==> config.mk <==
export PLATFORM = sky130hd
export DESIGN_NAME = rsv_stable_issue
export DESIGN_NICKNAME = d
export VERILOG_FILES = /design/src/rtl/rsv_stable_issue_pkg.sv /design/src/rtl/rsv_oldest_ready_sel.sv /design/src/rtl/rsv_stable_issue.sv
export SDC_FILE = /design/constraint.sdc
export NUM_CORES = 1
export LEC_CHECK = 0
export CAP_MARGIN = 20
export CORE_MARGIN = 8
export CORE_UTILIZATION = 35
export CTS_CLUSTER_DIAMETER = 30
export CTS_CLUSTER_SIZE = 24
export DETAILED_ROUTE_END_ITERATION = 10
export MAX_ROUTING_LAYER = met4
export PLACE_DENSITY = 0.62
export SYNTH_ARGS = -nofsm -noshare
export SYNTH_HDL_FRONTEND = slang
export SYNTH_SLANG_ARGS = --single-unit
export TNS_END_PERCENT = 50
==> constraint.sdc <==
create_clock -name clk -period 9.01 [get_ports clk]
set_clock_uncertainty 0.15 [all_clocks]
set_input_delay 1.3515 -clock clk [delete_from_list [all_inputs] [get_ports clk]]
set_output_delay 1.3515 -clock clk [all_outputs]
set_load 0.02 [all_outputs]
==> src/rtl/rsv_stable_issue_pkg.sv <==
// Shared types for the stable-pipe reservation station: bus widths, scoreboard
// request bundle, queue entry layout and the operand-readiness helper.
package rsv_stable_issue_pkg;

  localparam int unsigned I_BL_EX_PIP   = 3;
  localparam int unsigned I_BL_MARC_REG = 6;
  localparam int unsigned I_BL_MARC_PIP = 3;

  typedef enum logic {
    RUN   = 1'b0,
    FLUSH = 1'b1
  } rsv_state_e;

  typedef struct packed {
    logic [I_BL_EX_PIP-1:0] search_pip;
    logic                   available;
    logic                   req;
  } COM_SCBREQ_STABLE;

  typedef struct packed {
    logic                     valid;
    logic [I_BL_EX_PIP-1:0]   pip;
    logic [I_BL_MARC_REG-1:0] rd;
    logic [I_BL_MARC_REG-1:0] rs1;
    logic [I_BL_MARC_REG-1:0] rs2;
    logic                     rdy1;
    logic                     rdy2;
  } RSV_ENTRY_STABLE;

  // Source is ready if flagged, if it is preg 0, or if it is being written back now.
  function automatic logic src_ready(input logic                     rdy,
                                     input logic [I_BL_MARC_REG-1:0] rs,
                                     input logic                     wb_valid,
                                     input logic [I_BL_MARC_REG-1:0] wb_preg);
    return rdy || (rs == '0) || (wb_valid && (rs == wb_preg));
  endfunction

endpackage

==> src/rtl/rsv_oldest_ready_sel.sv <==
// Priority select: reports whether any request bit is set and the index of the lowest one.
module rsv_oldest_ready_sel #(
  parameter int unsigned N     = 4,
  parameter int unsigned IDX_W = 2
) (
  input  logic [N-1:0]     req,
  output logic             found,
  output logic [IDX_W-1:0] idx
);

  always_comb begin
    found = 1'b0;
    idx   = '0;
    for (int i = N - 1; i >= 0; i--) begin
      if (req[i]) begin
        found = 1'b1;
        idx   = IDX_W'(i);
      end
    end
  end

endmodule

==> src/rtl/rsv_stable_issue.sv <==
// Reservation-station issue controller for stable pipes: compacting age queue,
// wakeup tracking, oldest-ready select and scoreboard handshake.
// Optional RSV_DISPATCH_BYPASS_EN lets a ready dispatch into an empty queue issue directly.
module rsv_stable_issue
  import rsv_stable_issue_pkg::*;
#(
  parameter logic [I_BL_MARC_PIP-1:0] RSV_ID = '0,
  parameter int unsigned              DEPTH  = 4
) (
  input  logic                           clk,
  input  logic                           rst_n,
  input  logic                           disp_valid,
  output logic                           disp_ready,
  input  logic [I_BL_EX_PIP-1:0]         disp_pip,
  input  logic [I_BL_MARC_REG-1:0]       disp_rd,
  input  logic [I_BL_MARC_REG-1:0]       disp_rs1,
  input  logic [I_BL_MARC_REG-1:0]       disp_rs2,
  input  logic                           disp_rs1_rdy,
  input  logic                           disp_rs2_rdy,
  input  logic                           wb_valid,
  input  logic [I_BL_MARC_REG-1:0]       wb_preg,
  output logic [I_BL_EX_PIP-1:0]         scb_search_pip,
  input  logic                           scb_available,
  output logic                           scb_req,
  output logic                           iss_valid,
  output logic [I_BL_EX_PIP-1:0]         iss_pip,
  output logic [I_BL_MARC_REG-1:0]       iss_rd,
  output logic [I_BL_MARC_REG-1:0]       iss_rs1,
  output logic [I_BL_MARC_REG-1:0]       iss_rs2,
  output logic [I_BL_MARC_PIP-1:0]       iss_rsv,
  input  logic                           flush,
  output logic [$clog2(DEPTH):0]         occupancy
);

  localparam int unsigned OCC_W = $clog2(DEPTH) + 1;
  localparam int unsigned IDX_W = $clog2(DEPTH);

  rsv_state_e              state_q, state_n;
  RSV_ENTRY_STABLE         entries_q [DEPTH];
  RSV_ENTRY_STABLE         woken     [DEPTH];
  RSV_ENTRY_STABLE         entries_n [DEPTH];
  RSV_ENTRY_STABLE         disp_entry;
  COM_SCBREQ_STABLE        scb;
  logic [OCC_W-1:0]        occ_q, occ_n, wr_idx;
  logic [DEPTH-1:0]        ready_vec;
  logic                    sel_found;
  logic [IDX_W-1:0]        sel_idx;
  logic                    full, byp_cand, cand_valid;
  logic                    iss_fire, q_remove, q_write, disp_acc;
  logic [I_BL_EX_PIP-1:0]  cand_pip;
  logic [I_BL_MARC_REG-1:0] cand_rd, cand_rs1, cand_rs2;

  assign full      = (occ_q == OCC_W'(DEPTH));
  assign occupancy = occ_q;
  assign iss_rsv   = RSV_ID;

  always_comb begin
    for (int i = 0; i < DEPTH; i++) begin
      ready_vec[i] = entries_q[i].valid && entries_q[i].rdy1 && entries_q[i].rdy2;
    end
  end

  rsv_oldest_ready_sel #(
    .N     (DEPTH),
    .IDX_W (IDX_W)
  ) u_sel (
    .req   (ready_vec),
    .found (sel_found),
    .idx   (sel_idx)
  );

  // Captured form of the incoming instruction, including same-cycle wakeup.
  always_comb begin
    disp_entry       = '0;
    disp_entry.valid = 1'b1;
    disp_entry.pip   = disp_pip;
    disp_entry.rd    = disp_rd;
    disp_entry.rs1   = disp_rs1;
    disp_entry.rs2   = disp_rs2;
    disp_entry.rdy1  = src_ready(disp_rs1_rdy, disp_rs1, wb_valid, wb_preg);
    disp_entry.rdy2  = src_ready(disp_rs2_rdy, disp_rs2, wb_valid, wb_preg);
  end

`ifdef RSV_DISPATCH_BYPASS_EN
  assign byp_cand = (occ_q == '0) && (state_q == RUN) && !full && disp_valid
                    && disp_entry.rdy1 && disp_entry.rdy2;
`else
  assign byp_cand = 1'b0;
`endif

  assign cand_valid = sel_found || byp_cand;

  always_comb begin
    cand_pip = disp_entry.pip;
    cand_rd  = disp_entry.rd;
    cand_rs1 = disp_entry.rs1;
    cand_rs2 = disp_entry.rs2;
    if (sel_found) begin
      cand_pip = entries_q[sel_idx].pip;
      cand_rd  = entries_q[sel_idx].rd;
      cand_rs1 = entries_q[sel_idx].rs1;
      cand_rs2 = entries_q[sel_idx].rs2;
    end
  end

  // FSM: state register
  always_ff @(posedge clk) begin
    if (!rst_n) state_q <= RUN;
    else        state_q <= state_n;
  end

  // FSM: next state; FLUSH lasts exactly one cycle
  always_comb begin
    state_n = state_q;
    case (state_q)
      RUN:     if (flush) state_n = FLUSH;
      FLUSH:   state_n = RUN;
      default: state_n = RUN;
    endcase
  end

  // FSM: outputs and scoreboard handshake
  always_comb begin
    scb            = '0;
    disp_ready     = 1'b0;
    scb.available  = scb_available;
    scb.search_pip = cand_valid ? cand_pip : '0;
    case (state_q)
      RUN: begin
        disp_ready = !full;
        scb.req    = cand_valid && scb.available && !flush;
      end
      default: ;
    endcase
    scb_search_pip = scb.search_pip;
    scb_req        = scb.req;
  end

  assign iss_fire = scb.req;
  assign q_remove = iss_fire && sel_found;
  assign disp_acc = disp_valid && disp_ready && !flush;
  assign q_write  = disp_acc && !(iss_fire && !sel_found);
  assign wr_idx   = occ_q - OCC_W'(q_remove);
  assign occ_n    = flush ? '0 : occ_q + OCC_W'(disp_acc) - OCC_W'(iss_fire);

  always_comb begin
    for (int i = 0; i < DEPTH; i++) begin
      woken[i] = entries_q[i];
      if (wb_valid && entries_q[i].valid) begin
        if (entries_q[i].rs1 == wb_preg) woken[i].rdy1 = 1'b1;
        if (entries_q[i].rs2 == wb_preg) woken[i].rdy2 = 1'b1;
      end
    end
  end

  // Queue update: remove-and-compact, then append at the new tail, flush last.
  always_comb begin
    for (int i = 0; i < DEPTH; i++) entries_n[i] = woken[i];
    if (q_remove) begin
      for (int i = 0; i < DEPTH - 1; i++) begin
        if (IDX_W'(i) >= sel_idx) entries_n[i] = woken[i+1];
      end
      entries_n[DEPTH-1] = '0;
    end
    if (q_write) begin
      for (int i = 0; i < DEPTH; i++) begin
        if (OCC_W'(i) == wr_idx) entries_n[i] = disp_entry;
      end
    end
    if (flush) begin
      for (int i = 0; i < DEPTH; i++) entries_n[i] = '0;
    end
  end

  always_ff @(posedge clk) begin
    if (!rst_n) begin
      for (int i = 0; i < DEPTH; i++) entries_q[i] <= '0;
      occ_q     <= '0;
      iss_valid <= 1'b0;
      iss_pip   <= '0;
      iss_rd    <= '0;
      iss_rs1   <= '0;
      iss_rs2   <= '0;
    end else begin
      for (int i = 0; i < DEPTH; i++) entries_q[i] <= entries_n[i];
      occ_q     <= occ_n;
      iss_valid <= iss_fire;
      if (iss_fire) begin
        iss_pip <= cand_pip;
        iss_rd  <= cand_rd;
        iss_rs1 <= cand_rs1;
        iss_rs2 <= cand_rs2;
      end
    end
  end

endmodule

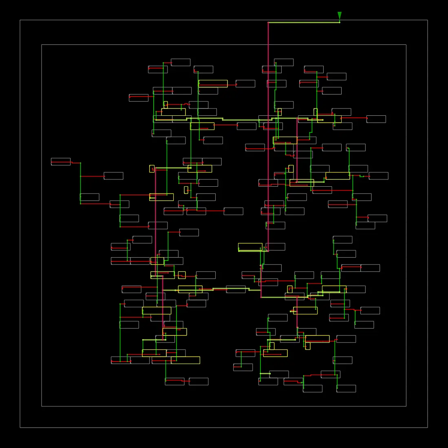
Figure 1: clock routing.
clk sinks: 122
flip-flops: 122

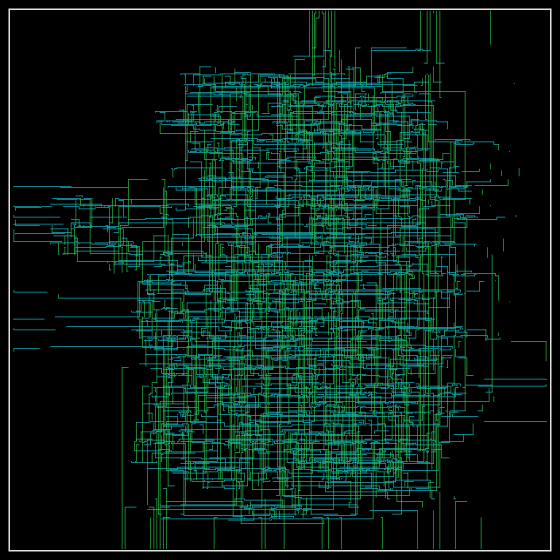
Figure 2: signal wires by layer.
Only two layers are drawn.
legend:
  green:
    layer: metal 2
    wire_length: 9540 µm
  cyan:
    layer: metal 1
    wire_length: 11000 µm

==> job_summary.md <==
### Metrics collected by this job

| Metric | Value |
|---|---|
| Most instantiated logic cells after routing | dfxtp_1 (122), nand2_1 (109), nor3_1 (68) |
| Synthesized area | just under 0.007 mm² |
| Peak VDD IR | 0.0952 mV |
| Run status | finished, final reports clean |
| Layout cells sized above 1 | 9.70% |
| First-pass GRT wire length | 35800 µm |
| Synth warn | 0 |
| Die H | 156 µm |
| Cells in synth_stat.txt | 829 |
| Slowest-stage cell, CP | a21oi_2 |
| Met1 GRT Util | 27.1% |
| R2r endpoint | entries_q[1][19]$_SDFF_PP0_ |
| Comb power | 0.0986 mW |
| Layout area overhead | 18.9% |
| R2r worst-path depth | 10 |
| Global routing's busiest layer | met1 |
| Crit path DAT | 3950 ps |
| Sw Share | 23.5% |
| Crit Path Max Fanout | 24 |
| Drt pass-1 iters | 5 |
| Top cell excl fill/tap | dfxtp_1 |
| Die W | between 150 and 200 µm |
| FP Core Util | between 30% and 40% |
| Final wirelength | 22600 µm |
| P_sw | 0.312 mW |
| Met1 Wirelength | ~11000 µm |
| CTS root buf | clkbuf_16 |
| Hold Slack | 314 ps |
| Clock Tree Buf Depth | 2 |
| Reg2Reg Launch Point | entries_q[0][0]$_SDFF_PP0_ |
| Pwr Density | 162 mW/mm² |
| Logic pwr share | under 10% |
| Yosys chip area | about 0.007 mm² |
| Met3 routed WL | 1630 µm |
| Min-delay src | iss_rd[4]$_SDFFE_PN0N_ |
| CTS tree | done |
| WL/cell | 20.2 µm |
| Avg Inst Size Synth | 8.32 µm² |
| Routed Antenna Nets | 0 |
| Initial antenna violation count | 0 |
| Met2 Use GR | 26.0% |
| Worst setup path startpoint | entries_q[2][23]$_SDFF_PP0_ |
| Late-Pin Clk Latency | 430 ps |
| Sequential share of power | 41.3% |
| Placed Cells | 1090 |
| Setup crit start kind | flop |
| Final Net Count | roughly 900 |
| Routed vias/inst | 5.80 |
| Worst Slack Setup Final | 3560 ps |
| Hold crit path type | flop to flop |
| Final count of hold timing violations | 0 |
| Clock transition at path regs | 50 ps |
| Synth logic family | AND-OR/OR-AND gates |
| Worst slew pin tran | 1080 ps |
| Met2 WL post-DR | 9540 µm |
| Placer Congestion | 0.836 |
| R2r setup slk | 4840 ps |
| H-tree depth | 4 |
| OpenROAD warnings | 26 |
| Slew margin rel. | 28.1% |
| IO Count | 68 |
| Power, Total | 1.33 mW |
| Yosys aoi share | 23.5% |
| Util after Layout | about 42% |
| Hold_buf cts | 0 |
logic make-up (layout without fill, tap and decap cells):
kind of cell,Yosys count,count (layout)
compound gates,200,200
flops,122,122
mux,23,23
buf+inv,91,116
simple gates,323,323
other cells,1,3
xor+xnor,65,65
fa+ha+maj,4,4
registers in the layout, indices dropped and copies added, names as in the netlist:
signal,cells
iss_pip,3
occupancy,3
state_q,1
entries_q,96
iss_rs1,6
iss_rd,6
iss_valid,1
iss_rs2,6
synth_stat cells (all sizes together), types with 9 or more instances:
| cell | n | area share [%] |
|---|---|---|
| nand4 | 19 | 1.7 |
| nor3 | 69 | 5.1 |
| dfxtp | 122 | 35 |
| a21oi | 14 | 1.0 |
| clkbuf | 53 | 2.9 |
| o2111ai | 9 | 1.1 |
| o21ai | 60 | 4.4 |
| nor2 | 40 | 2.2 |
| a311oi | 42 | 6.1 |
| mux2i | 23 | 3.3 |
| o22ai | 9 | 0.82 |
| a211oi | 23 | 3.9 |
| nand2 | 111 | 6.2 |
| xnor2 | 32 | 4.3 |
| buf | 32 | 3.0 |
| a32o | 20 | 2.9 |
| xor2 | 33 | 4.2 |
| nand3 | 60 | 4.4 |
worst reg2reg max path, cell delays in order, from the launching register on:
cell and delay (ps):
dfxtp_1 320, and3_1 170, buf_4 240, o41ai_4 530, buf_4 410, nor2_1 80
ha_1 210, xor2_1 180, nor3b_2 550, nand2_1 750, a311oi_1 450
final cells by class:
type | count | area, µm² | area share [%]
clock buffer | 22 | 454 | 5.54
clock inverter | 9 | 123 | 1.50
inverter | 6 | 22.5 | 0.275
multi-input combinational | 618 | 4070 | 49.7
sequential | 122 | 2440 | 29.8
tap | 265 | 332 | 4.05
timing repair buffer | 79 | 751 | 9.16
Power is estimated from default activity; no workload was simulated.
